### config.mk
export PLATFORM = sky130hd
export DESIGN_NAME = writeback_stage_flat
export DESIGN_NICKNAME = d
export VERILOG_FILES = /design/src/rtl/writeback_stage_if.sv /design/src/rtl/writeback_stage.sv /design/src/flat_wrapper.sv
export SDC_FILE = /design/constraint.sdc
export NUM_CORES = 1
export LEC_CHECK = 0
export ABC_AREA = 1
export CAP_MARGIN = 40
export CORE_ASPECT_RATIO = 0.8
export CORE_MARGIN = 2
export CORE_UTILIZATION = 45
export CTS_BUF_LIST = sky130_fd_sc_hd__clkbuf_8
export DETAILED_ROUTE_END_ITERATION = 12
export GPL_TIMING_DRIVEN = 0
export PLACE_DENSITY = 0.75
export SETUP_SLACK_MARGIN = 0.2
export SLEW_MARGIN = 20
export SYNTH_ARGS = -nofsm -noshare
export SYNTH_HDL_FRONTEND = slang
export SYNTH_SLANG_ARGS = --single-unit
export TNS_END_PERCENT = 5
### constraint.sdc
create_clock -name Clk -period 2.6 [get_ports Clk]
set_input_delay 0.52 -clock Clk [delete_from_list [all_inputs] [get_ports Clk]]
set_output_delay 0.52 -clock Clk [all_outputs]
set_load 0.05 [all_outputs]
### src/rtl/writeback_stage_if.sv
// MEM/WB boundary bundle: MEM-stage results in, register-file write port,
// bypass entry and retire count out.
interface writeback_stage_if #(
    parameter int RETIRE_W = 32
);
    logic                Stall_in;
    logic                Flush_in;
    logic                Valid_in;
    logic                RegWrite_in;
    logic [1:0]          MemReg_in;
    logic [1:0]          MuxLoad_in;
    logic [1:0]          ByteOffset_in;
    logic [4:0]          WriteRegDst_in;
    logic [31:0]         ALUResult_in;
    logic [31:0]         MemData_in;
    logic [31:0]         PCPlus4_in;

    logic [31:0]         WriteData_out;
    logic [31:0]         WriteRegDst_out;
    logic                RegWrite_out;
    logic                BypassValid_out;
    logic [4:0]          BypassReg_out;
    logic [31:0]         BypassData_out;
    logic [RETIRE_W-1:0] RetireCount_out;

    // MEM-stage side: drives the slot, observes the write-back results
    modport master (
        output Stall_in, Flush_in, Valid_in, RegWrite_in, MemReg_in, MuxLoad_in,
               ByteOffset_in, WriteRegDst_in, ALUResult_in, MemData_in, PCPlus4_in,
        input  WriteData_out, WriteRegDst_out, RegWrite_out, BypassValid_out,
               BypassReg_out, BypassData_out, RetireCount_out
    );

    // Write-back stage side
    modport slave (
        input  Stall_in, Flush_in, Valid_in, RegWrite_in, MemReg_in, MuxLoad_in,
               ByteOffset_in, WriteRegDst_in, ALUResult_in, MemData_in, PCPlus4_in,
        output WriteData_out, WriteRegDst_out, RegWrite_out, BypassValid_out,
               BypassReg_out, BypassData_out, RetireCount_out
    );
endinterface

### src/rtl/writeback_stage.sv
// MEM/WB pipeline register and write-back logic: load formatting, source
// select, register-file write enable, one-entry write bypass, retire counter.
module writeback_stage #(
    parameter int RETIRE_W = 32
) (
    input logic             Clk,
    input logic             Rst,
    writeback_stage_if.slave wb
);

    // MEM/WB register fields
    logic                vld_p1;
    logic                done_p1;
    logic                rw_p1;
    logic [1:0]          memreg_p1;
    logic [1:0]          muxload_p1;
    logic [1:0]          off_p1;
    logic [4:0]          dst_p1;
    logic [31:0]         alu_p1;
    logic [31:0]         mem_p1;
    logic [31:0]         pc4_p1;

    logic                byp_vld_p2;
    logic [4:0]          byp_reg_p2;
    logic [31:0]         byp_data_p2;
    logic [RETIRE_W-1:0] retire_cnt;

    logic [31:0]         load_data;
    logic [31:0]         link_data;
    logic [31:0]         wr_data;
    logic                wr_en;

    // Little-endian lane extraction; halfword selection ignores offset bit 0.
    function automatic logic [31:0] fmt_load(input logic [1:0]  mux,
                                             input logic [1:0]  off,
                                             input logic [31:0] data);
        logic [7:0]  b;
        logic [15:0] h;
        logic [31:0] r;
        case (off)
            2'd0:    b = data[7:0];
            2'd1:    b = data[15:8];
            2'd2:    b = data[23:16];
            default: b = data[31:24];
        endcase
        h = off[1] ? data[31:16] : data[15:0];
        case (mux)
            2'b00:   r = data;
            2'b01:   r = {{16{h[15]}}, h};
            2'b10:   r = {{24{b[7]}}, b};
            default: r = {16'd0, h};
        endcase
        return r;
    endfunction

    // ---- MEM -> WB boundary ----
    // MEM/WB register: reset, flush to bubble, hold on stall, else capture
    always_ff @(posedge Clk) begin
        if (Rst) begin
            vld_p1     <= 1'b0;
            done_p1    <= 1'b0;
            rw_p1      <= 1'b0;
            memreg_p1  <= 2'd0;
            muxload_p1 <= 2'd0;
            off_p1     <= 2'd0;
            dst_p1     <= 5'd0;
            alu_p1     <= 32'd0;
            mem_p1     <= 32'd0;
            pc4_p1     <= 32'd0;
        end else if (wb.Flush_in) begin
            vld_p1     <= 1'b0;
            done_p1    <= 1'b0;
            rw_p1      <= 1'b0;
        end else if (wb.Stall_in) begin
            // A held entry has had its write cycle; later cycles must not repeat it.
            done_p1    <= done_p1 | vld_p1;
        end else begin
            vld_p1     <= wb.Valid_in;
            done_p1    <= 1'b0;
            rw_p1      <= wb.RegWrite_in;
            memreg_p1  <= wb.MemReg_in;
            muxload_p1 <= wb.MuxLoad_in;
            off_p1     <= wb.ByteOffset_in;
            dst_p1     <= wb.WriteRegDst_in;
            alu_p1     <= wb.ALUResult_in;
            mem_p1     <= wb.MemData_in;
            pc4_p1     <= wb.PCPlus4_in;
        end
    end

    // Write-back source select and write enable ($0 is never written)
    always_comb begin
        load_data = fmt_load(muxload_p1, off_p1, mem_p1);
        link_data = pc4_p1 + 32'd4;
        case (memreg_p1)
            2'b01:   wr_data = load_data;
            2'b10:   wr_data = link_data;
            default: wr_data = alu_p1;
        endcase
        wr_en = vld_p1 & rw_p1 & ~done_p1 & (dst_p1 != 5'd0);
    end

    // ---- WB -> bypass boundary ----
    // Bypass entry mirrors the write issued in the previous cycle, ignoring stall
    always_ff @(posedge Clk) begin
        if (Rst) begin
            byp_vld_p2  <= 1'b0;
            byp_reg_p2  <= 5'd0;
            byp_data_p2 <= 32'd0;
        end else if (wr_en) begin
            byp_vld_p2  <= 1'b1;
            byp_reg_p2  <= dst_p1;
            byp_data_p2 <= wr_data;
        end else begin
            byp_vld_p2  <= 1'b0;
        end
    end

    // Each valid entry retires exactly once, on its first cycle in WB
    always_ff @(posedge Clk) begin
        if (Rst) begin
            retire_cnt <= '0;
        end else if (vld_p1 && !done_p1) begin
            retire_cnt <= retire_cnt + RETIRE_W'(1);
        end
    end

    assign wb.WriteData_out   = wr_data;
    assign wb.WriteRegDst_out = {27'd0, dst_p1};
    assign wb.RegWrite_out    = wr_en;
    assign wb.BypassValid_out = byp_vld_p2;
    assign wb.BypassReg_out   = byp_reg_p2;
    assign wb.BypassData_out  = byp_data_p2;
    assign wb.RetireCount_out = retire_cnt;

endmodule
### src/flat_wrapper.sv
// flat-port wrapper written by rule: the top's interface ports become plain ports
module writeback_stage_flat 
#(
    parameter int RETIRE_W = 32
)
  (Clk, Rst, wb_Stall_in, wb_Flush_in, wb_Valid_in, wb_RegWrite_in, wb_MemReg_in, wb_MuxLoad_in, wb_ByteOffset_in, wb_WriteRegDst_in, wb_ALUResult_in, wb_MemData_in, wb_PCPlus4_in, wb_WriteData_out, wb_WriteRegDst_out, wb_RegWrite_out, wb_BypassValid_out, wb_BypassReg_out, wb_BypassData_out, wb_RetireCount_out);
  writeback_stage_if #(.RETIRE_W(RETIRE_W)) wb_i ();
  input logic Clk;
  input logic Rst;
  input wire logic [$bits(wb_i.Stall_in)-1:0] wb_Stall_in;
  input wire logic [$bits(wb_i.Flush_in)-1:0] wb_Flush_in;
  input wire logic [$bits(wb_i.Valid_in)-1:0] wb_Valid_in;
  input wire logic [$bits(wb_i.RegWrite_in)-1:0] wb_RegWrite_in;
  input wire logic [$bits(wb_i.MemReg_in)-1:0] wb_MemReg_in;
  input wire logic [$bits(wb_i.MuxLoad_in)-1:0] wb_MuxLoad_in;
  input wire logic [$bits(wb_i.ByteOffset_in)-1:0] wb_ByteOffset_in;
  input wire logic [$bits(wb_i.WriteRegDst_in)-1:0] wb_WriteRegDst_in;
  input wire logic [$bits(wb_i.ALUResult_in)-1:0] wb_ALUResult_in;
  input wire logic [$bits(wb_i.MemData_in)-1:0] wb_MemData_in;
  input wire logic [$bits(wb_i.PCPlus4_in)-1:0] wb_PCPlus4_in;
  output wire logic [$bits(wb_i.WriteData_out)-1:0] wb_WriteData_out;
  output wire logic [$bits(wb_i.WriteRegDst_out)-1:0] wb_WriteRegDst_out;
  output wire logic [$bits(wb_i.RegWrite_out)-1:0] wb_RegWrite_out;
  output wire logic [$bits(wb_i.BypassValid_out)-1:0] wb_BypassValid_out;
  output wire logic [$bits(wb_i.BypassReg_out)-1:0] wb_BypassReg_out;
  output wire logic [$bits(wb_i.BypassData_out)-1:0] wb_BypassData_out;
  output wire logic [$bits(wb_i.RetireCount_out)-1:0] wb_RetireCount_out;
  assign wb_i.Stall_in = wb_Stall_in;
  assign wb_i.Flush_in = wb_Flush_in;
  assign wb_i.Valid_in = wb_Valid_in;
  assign wb_i.RegWrite_in = wb_RegWrite_in;
  assign wb_i.MemReg_in = wb_MemReg_in;
  assign wb_i.MuxLoad_in = wb_MuxLoad_in;
  assign wb_i.ByteOffset_in = wb_ByteOffset_in;
  assign wb_i.WriteRegDst_in = wb_WriteRegDst_in;
  assign wb_i.ALUResult_in = wb_ALUResult_in;
  assign wb_i.MemData_in = wb_MemData_in;
  assign wb_i.PCPlus4_in = wb_PCPlus4_in;
  assign wb_WriteData_out = wb_i.WriteData_out;
  assign wb_WriteRegDst_out = wb_i.WriteRegDst_out;
  assign wb_RegWrite_out = wb_i.RegWrite_out;
  assign wb_BypassValid_out = wb_i.BypassValid_out;
  assign wb_BypassReg_out = wb_i.BypassReg_out;
  assign wb_BypassData_out = wb_i.BypassData_out;
  assign wb_RetireCount_out = wb_i.RetireCount_out;
  writeback_stage #(.RETIRE_W(RETIRE_W)) u_core (.Clk(Clk), .Rst(Rst), .wb(wb_i));
endmodule
==> results.md, run 1 <==
| Parameter | Reported | Unit |
|---|---|---|
| Initial antenna violation count | 1 | - |
| CTS H-tree depth | 4 | - |
| Layout filler cell count | 1,943 | - |
| Portion of total power attributed to sequential cells | 43.3 | % |
| Top-area cell type share of the netlist area | 38.0 | % |
| Crit path buffers/inverters | 2 | - |
| Fraction of registers with async set/reset | 0 | % |
| Total setup violations reported at the end of the flow | 27 | - |
| Wire length on met1 | 16,600 | um |
| Post-synthesis instance area | 9470 | um2 |
| Hold Crit Start | Rst | - |
| Die H | 134 | um |
| Clock transition at the registers of the reported paths | 120 | ps |
| Post-layout nets | 1,857 | - |
| Peak per-stage delay on the critical path | 410 | ps |
| Share of cell area taken by muxes after synthesis | 0 | % |
| Most frequently used cell type in the post-synthesis netlist | sky130_fd_sc_hd__nand2_1 | - |
| Master of the slowest instance on the critical path | sky130_fd_sc_hd__dfxtp_4 | - |
| Met3 routed wirelength | 4120 | um |
| Setup skew after layout | 20.3 | ps |
| Die span in x | 166 | um |
| Setup total negative slack | -1470 | ps |
| Wire length of the first global-routing pass | 55,000 | um |
| Count of multi-input gates | 1,068 | - |
| GRT Total Usage | 32.0 | % |
| RSZ-0062 raised after global routing | yes | - |
| Global placer's final weighted congestion | 1.03 | - |
| Final critical delay including setup and external delays | 2770 | ps |
| Count of antenna-violating nets left after detailed routing | 0 | - |
| Most common cell after layout, fill and taps aside | sky130_fd_sc_hd__nand2_1 | - |
| Number of enable-type register cells in the synthesized netlist | 0 | - |
| Top cells by instance count after synthesis | sky130_fd_sc_hd__nand2_1, sky130_fd_sc_hd__nor2_1, sky130_fd_sc_hd__dfxtp_1 | - |
| Worst Hold Endpoint | u_core.wb.RetireCount_out[4]$_SDFFE_PP0P_ | - |
| Biggest area cells | sky130_fd_sc_hd__dfxtp_1, sky130_fd_sc_hd__nand2_1, sky130_fd_sc_hd__nor2_1, sky130_fd_sc_hd__o21ai_0, sky130_fd_sc_hd__a21oi_1 | - |
| Distinct lib cells used | 44 | - |
| Critical Path Sink | wb_WriteData_out[10] | - |
| Vias in the first global route | 9,770 | - |
| Flip-flop and latch count after synthesis | 180 | - |
| Diode insertion count for antenna repair | 0 | - |
| Post-route clock period utilization | 107 | % |
| TritonCTS Sinks | 180 | - |
| Worst hold margin | 456 | ps |
| Post-synth area from yosys stat | 9470 | um2 |
| Grt total ovfl | 0 | - |
| Buffers from clock root to sink, at most | 2 | - |
| Post-Place Setup Slack | -705 | ps |
| Dominant combinational cell family by area after synthesis | simple AND/OR/NAND/NOR gates | - |
| Violations in the final reports | setup timing | - |
| Reg-to-reg startpoint | u_core.wb.RetireCount_out[22]$_SDFFE_PP0P_ | - |
| Non-filler instance count after layout | 2,022 | - |
| Worst slew pin tran | 777 | ps |
| Critical register-to-register path endpoint | u_core.wb.RetireCount_out[31]$_SDFFE_PP0P_ | - |
| Switching Power | 2.60 | mW |
| Synthesis Warnings | 0 | - |
| Synthesis-to-layout area growth | 41.8 | % |
| Utilization after layout | 64.9 | % |
| Number of primary I/O pins | 248 | - |
| CP dominant cell by count | sky130_fd_sc_hd__nand2_4 | - |
| Worst R2R Path Depth | 8 | - |
| Result of the run | finished with violations | - |
| Setup fix buffers added after clock tree synthesis | 5 | - |
| CP startpoint kind | register | - |
| Xor+xnor area frac | 1.11 | % |
| Max Clk Rate | 361 | MHz |
| Start point of the critical path | u_core.pc4_p1[3]$_SDFFE_PP0P_ | - |
| Final WS setup | -172 | ps |
| Count of input and output buffers | 219 | - |
| Yosys simple share | 31.1 | % |
| Number of stages on the worst hold path | 2 | - |
| Fraction of layout instances using a drive strength above 1 | 17.9 | % |
| CP endpoint kind | output port | - |
| Critical path cell sequence | ha_4 -> nand2_4 -> nor2_4 -> nand2_4 -> o21ai_1 -> nand3_1 -> nand2_2 -> inv_1 -> buf_4 | - |
**Run 1: met1 routing**

Scale bar: 50 um. Supply wires on this layer in grey.
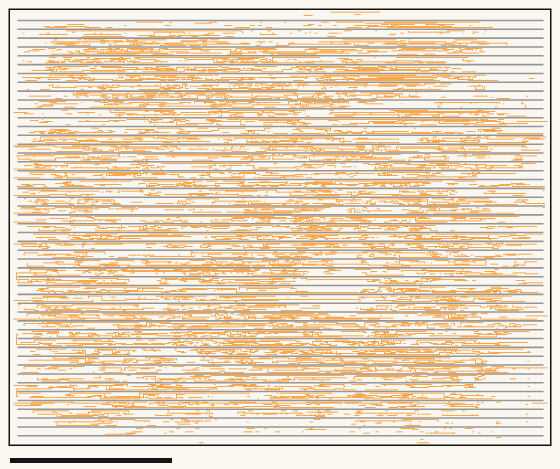
share of all routed wire	45%
nets with wire on the layer	1,678
number of vias in the routed layout: 10,800
Routed Wire Length: 36,700 um

**Run 1: the metal 2 layer**

Scale bar: 50 um.
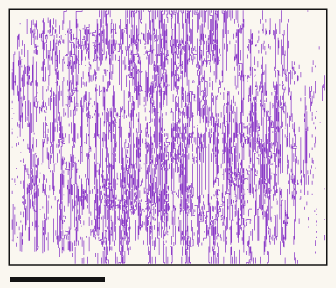
main direction	vertical
nets with wire on the layer	1,497
met2 track demand over resource in global routing: 45.1%

**Run 1: met3 routing**

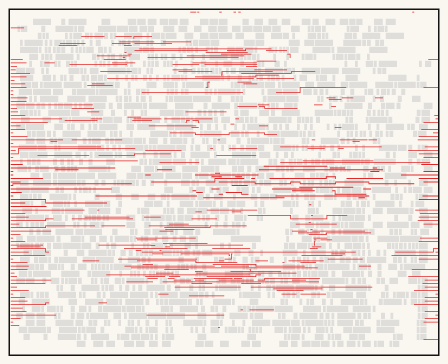
share of all routed wire	11%
nets with wire on the layer	294
met3 routing resource usage after global routing: 9.47%

--- run 2 (diff from run 1) ---
--- a/config.mk
+++ b/config.mk
@@ -14,6 +14,7 @@
 export DETAILED_ROUTE_END_ITERATION = 12
 export GPL_TIMING_DRIVEN = 0
 export PLACE_DENSITY = 0.75
+export RECOVER_POWER = 100
 export SETUP_SLACK_MARGIN = 0.2
 export SLEW_MARGIN = 20
 export SYNTH_ARGS = -nofsm -noshare
==> constraint.sdc (replaced) <==
create_clock -name Clk -period 2.6 [get_ports Clk]
set_input_delay 0.39 -clock Clk [delete_from_list [all_inputs] [get_ports Clk]]
set_output_delay 0.39 -clock Clk [all_outputs]
set_load 0.05 [all_outputs]
**Run 2: routing congestion**

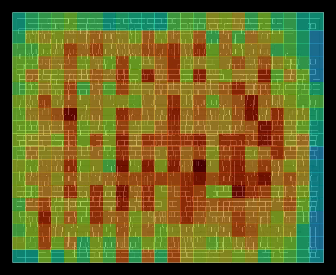
GRT Total Usage: 31.1%
met2 track demand over resource in global routing: 47.4%
met1 usage in global routing: 45.0%

**Run 2: the metal 2 layer**

Scale bar: 50 um.
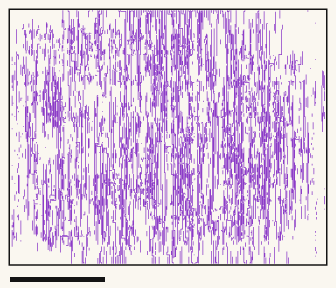
share of all routed wire	43%
main direction	vertical
longest straight run	78.9 um
nets with wire on the layer	1,530
wire length on this layer	15,500 um
number of vias in the routed layout: 10,800
Routed Wire Length: 36,300 um

==> results.md, run 2 <==
| Parameter | Reported | Unit | vs previous |
|---|---|---|---|
| Max Clk Rate | 389 | MHz | was 361 MHz |
| Diode insertion count for antenna repair | 0 | - | unchanged |
| Result of the run | finished, final reports clean | - | was finished with violations |
| Number of stages on the worst hold path | 2 | - | unchanged |
| Critical register-to-register path endpoint | u_core.wb.RetireCount_out[31]$_SDFFE_PP0P_ | - | unchanged |
| Number of enable-type register cells in the synthesized netlist | 0 | - | unchanged |
| Top-area cell type share of the netlist area | 38.0 | % | unchanged |
| TritonCTS Sinks | 180 | - | unchanged |
| Utilization after layout | 65.2 | % | was 64.9% |
| Hold Crit Start | Rst | - | unchanged |
| Post-synthesis instance area | 9470 | um2 | unchanged |
| Clock transition at the registers of the reported paths | 120 | ps | about the same |
| Synthesis-to-layout area growth | 42.4 | % | was 41.8% |
| Post-Place Setup Slack | -500 | ps | was -705 ps |
| Wire length on met1 | 16,300 | um | was 16,600 um |
| Top cells by instance count after synthesis | sky130_fd_sc_hd__nand2_1, sky130_fd_sc_hd__nor2_1, sky130_fd_sc_hd__dfxtp_1 | - | unchanged |
| Most common cell after layout, fill and taps aside | sky130_fd_sc_hd__nand2_1 | - | unchanged |
| Global placer's final weighted congestion | 1.02 | - | was 1.03 |
| RSZ-0062 raised after global routing | yes | - | unchanged |
| CTS H-tree depth | 4 | - | unchanged |
| Wire length of the first global-routing pass | 54,100 | um | was 55,000 um |
| Initial antenna violation count | 0 | - | was 1 |
| Synthesis Warnings | 0 | - | unchanged |
| Met3 routed wirelength | 3810 | um | was 4120 um |
| Post-synth area from yosys stat | 9470 | um2 | unchanged |
| Start point of the critical path | u_core.pc4_p1[2]$_SDFFE_PP0P_ | - | was u_core.pc4_p1[3]$_SDFFE_PP0P_ |
| Master of the slowest instance on the critical path | sky130_fd_sc_hd__dfxtp_4 | - | unchanged |
| Total setup violations reported at the end of the flow | 0 | - | was 27 |
| Number of primary I/O pins | 248 | - | unchanged |
| Count of antenna-violating nets left after detailed routing | 0 | - | unchanged |
| Setup fix buffers added after clock tree synthesis | 6 | - | was 5 |
| Count of input and output buffers | 219 | - | unchanged |
| Critical Path Sink | wb_WriteData_out[8] | - | was wb_WriteData_out[10] |
| CP endpoint kind | output port | - | unchanged |
| Buffers from clock root to sink, at most | 2 | - | unchanged |
| Crit path buffers/inverters | 3 | - | was 2 |
| Reg-to-reg startpoint | u_core.wb.RetireCount_out[22]$_SDFFE_PP0P_ | - | unchanged |
| Die H | 134 | um | unchanged |
| Vias in the first global route | 9,818 | - | was 9,770 |
| Layout filler cell count | 1,872 | - | was 1,943 |
| Count of multi-input gates | 1,069 | - | was 1,068 |
| Xor+xnor area frac | 1.11 | % | unchanged |
| Yosys simple share | 31.1 | % | unchanged |
| Flip-flop and latch count after synthesis | 180 | - | unchanged |
| Worst R2R Path Depth | 9 | - | was 8 |
| Critical path cell sequence | ha_4 -> nand2_4 -> nor2_4 -> inv_4 -> nor2_4 -> nor2_2 -> nor2_2 -> nor2_1 -> nand2_2 -> o21ai_4 -> inv_2 -> buf_8 | - | was ha_4 -> nand2_4 -> nor2_4 -> nand2_4 -> o21ai_1 -> nand3_1 -> nand2_2 -> inv_1 -> buf_4 |
| Die span in x | 166 | um | unchanged |
| Setup skew after layout | 16.4 | ps | was 20.3 ps |
| Peak per-stage delay on the critical path | 380 | ps | was 410 ps |
| Worst hold margin | 329 | ps | was 456 ps |
| Fraction of layout instances using a drive strength above 1 | 19.9 | % | was 17.9% |
| Fraction of registers with async set/reset | 0 | % | unchanged |
| Most frequently used cell type in the post-synthesis netlist | sky130_fd_sc_hd__nand2_1 | - | unchanged |
| Portion of total power attributed to sequential cells | 43.8 | % | was 43.3% |
| Setup total negative slack | 0 | ps | was -1470 ps |
| Final WS setup | 30.7 | ps | was -172 ps |
| Biggest area cells | sky130_fd_sc_hd__dfxtp_1, sky130_fd_sc_hd__nand2_1, sky130_fd_sc_hd__nor2_1, sky130_fd_sc_hd__o21ai_0, sky130_fd_sc_hd__a21oi_1 | - | unchanged |
| Worst Hold Endpoint | u_core.wb.RetireCount_out[4]$_SDFFE_PP0P_ | - | unchanged |
| Switching Power | 2.55 | mW | was 2.60 mW |
| Post-layout nets | 1,858 | - | was 1,857 |
No activity file was given, so power comes from the tool's default toggle rates.
